**Placed standard cells**

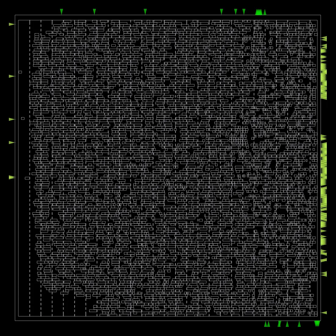
**Placement by cell class**

The bar under the picture is 100 um long.
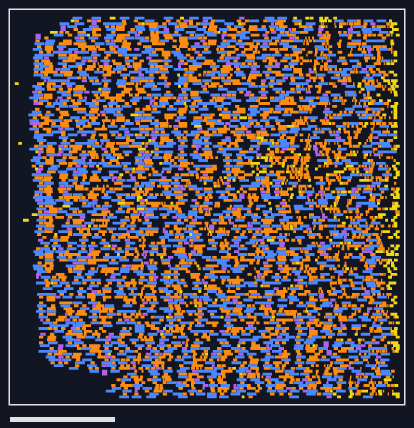
Design alu_issue_flat, sky130hd; sources not shown.
==> Changelog: implementation <==
## Flow update

- Status: completed
- Starting DRT DRC Count: between 4000 and 5000
- Startpoint types: input port
- Critical path class: input port to output port
- PD cells: between 200 and 300 nW/um^2
- Via density: between 6 and 7
- Root buffer cell: clkbuf_8
- Syn Std Cell Area: between 60000 and 70000 sq um
- Crit path cell chain: clkdlybuf4s50_1 > nor3_1 > a21bo_2 > nand4b_1 > buf_4 > mux2i_1 > nor2_1 > clkdlybuf4s50_1
- R2r setup slk: about 3.5 ns
- Routability-driven placement congestion ratio: between 0.8 and 0.9
- Ranking of synthesized cells by area: dfrtp_1 47%, mux2_2 18%, mux4_2 17%
- XOR/XNOR share of the synthesized area: 0.4036%
- Sink Count: 1221
- Share of cells above drive strength 1: a little over two fifths
- Area grow syn2layout: 11.95%
- Core ar.: between 100000 and 150000 sq um
- Most common reg cell: dfrtp_1
- Synth flops: approximately 1200
- Post-synth EDFFs: 0
- Floorplan Nets: just under 5000
- Vias post-DR: ~44000
- Cycle use final: 86.75%
- Log Warnings: 39
- Synth unique cells: approximately 70
- Worst path most repeated cell: clkdlybuf4s50_1
- Die W: roughly 380 um
- Post-route DRC: 0
- MaxCap Viol Count: 0
- Final setup margin: between 0.8 and 0.9 ns
- Fin Setup TNS: 0 ns
- Final Max Slew Viols: 0
- Fraction of registers with async set/reset: 100.0%
- Starting Density: 48.54%
- Pre-antenna DRT Iters: 8
- Grt ovf: 0
- Crit path DAT: approximately 4.3 ns
-- 'placed standard cells' (at the start) --
filler instances: 11309
non-filler cells, final: 6646

-- 'placement by cell class' (at the start) --
Orange is all other logic, cells 2971, share of their area 46%. Yellow is other buffers and delay cells, cells 325, share of their area 4.3%. Purple is clock drivers and dummy loads, cells 359, share of their area 6.1%. Blue is flops, cells 1221, share of their area 43%.
sequential share of cell area: 41.92%
# rows: 134

critical path: cells and delay by family:
kind | cells | cell delay (ns)
muxes | 1 | 0.22
AOI/OAI and AO/OA | 1 | 0.24
buffers and inverters | 3 | 1.85
and+or+nand+nor | 3 | 0.70
layout make-up:
class,count,area [sq um]
sequential,1221,30550
multi-input combinational,2964,32690
inverter,7,26.28
fill,11309,61250
antenna,2,5.005
tap,1768,2212
clock inverter,23,160.2
clock buffer,336,4174
timing repair buffer,325,3063
metrics by stage:
step           instances  util (%)
5_1_grt             6645     54.33
2_1_floorplan       4730         -
4_1_cts             6644     54.33
6_report            6646     54.34
3_5_place_dp        6285     51.10
3_3_place_gp        6285     51.10
logic make-up after synthesis:
group,after synthesis
compound gates,554
xor+xnor,30
buf+inv,545
flops,1221
mux,1798
simple gates,582
layer usage:
metal  GRT usage [%]  vias up  wire, um
met5               0        -        27
met3           7.868      398     20150
met4           9.289        4      6440
li1                -    17955         -
met1           46.05    23730     97100
met2           47.82     1945    101400
report_power, final:
| part | internal [uW] | switching, uW |
|---|---|---|
| Combinational | 2280 | 1810 |
| Sequential | 8830 | 853 |
| Clock | 4020 | 3290 |
| Total | 15100 | 5950 |
cells in the final DEF, fill, tap and decap left out, types with 26 or more instances in the layout:
cell             count
mux2i_1            281
nand2_1            245
buf_4              150
nor3_1              29
a22oi_1            195
o31ai_1             48
mux2_2            1037
mux4_2             480
o22a_1              32
o211ai_1            27
dfrtp_1           1221
a21oi_1             44
nor2_1             122
o21ai_0             39
a2bb2oi_1           26
clkdlybuf4s50_1    153
clkbuf_8           264
and2_1              34
o22ai_1             30
clkbuf_4            72
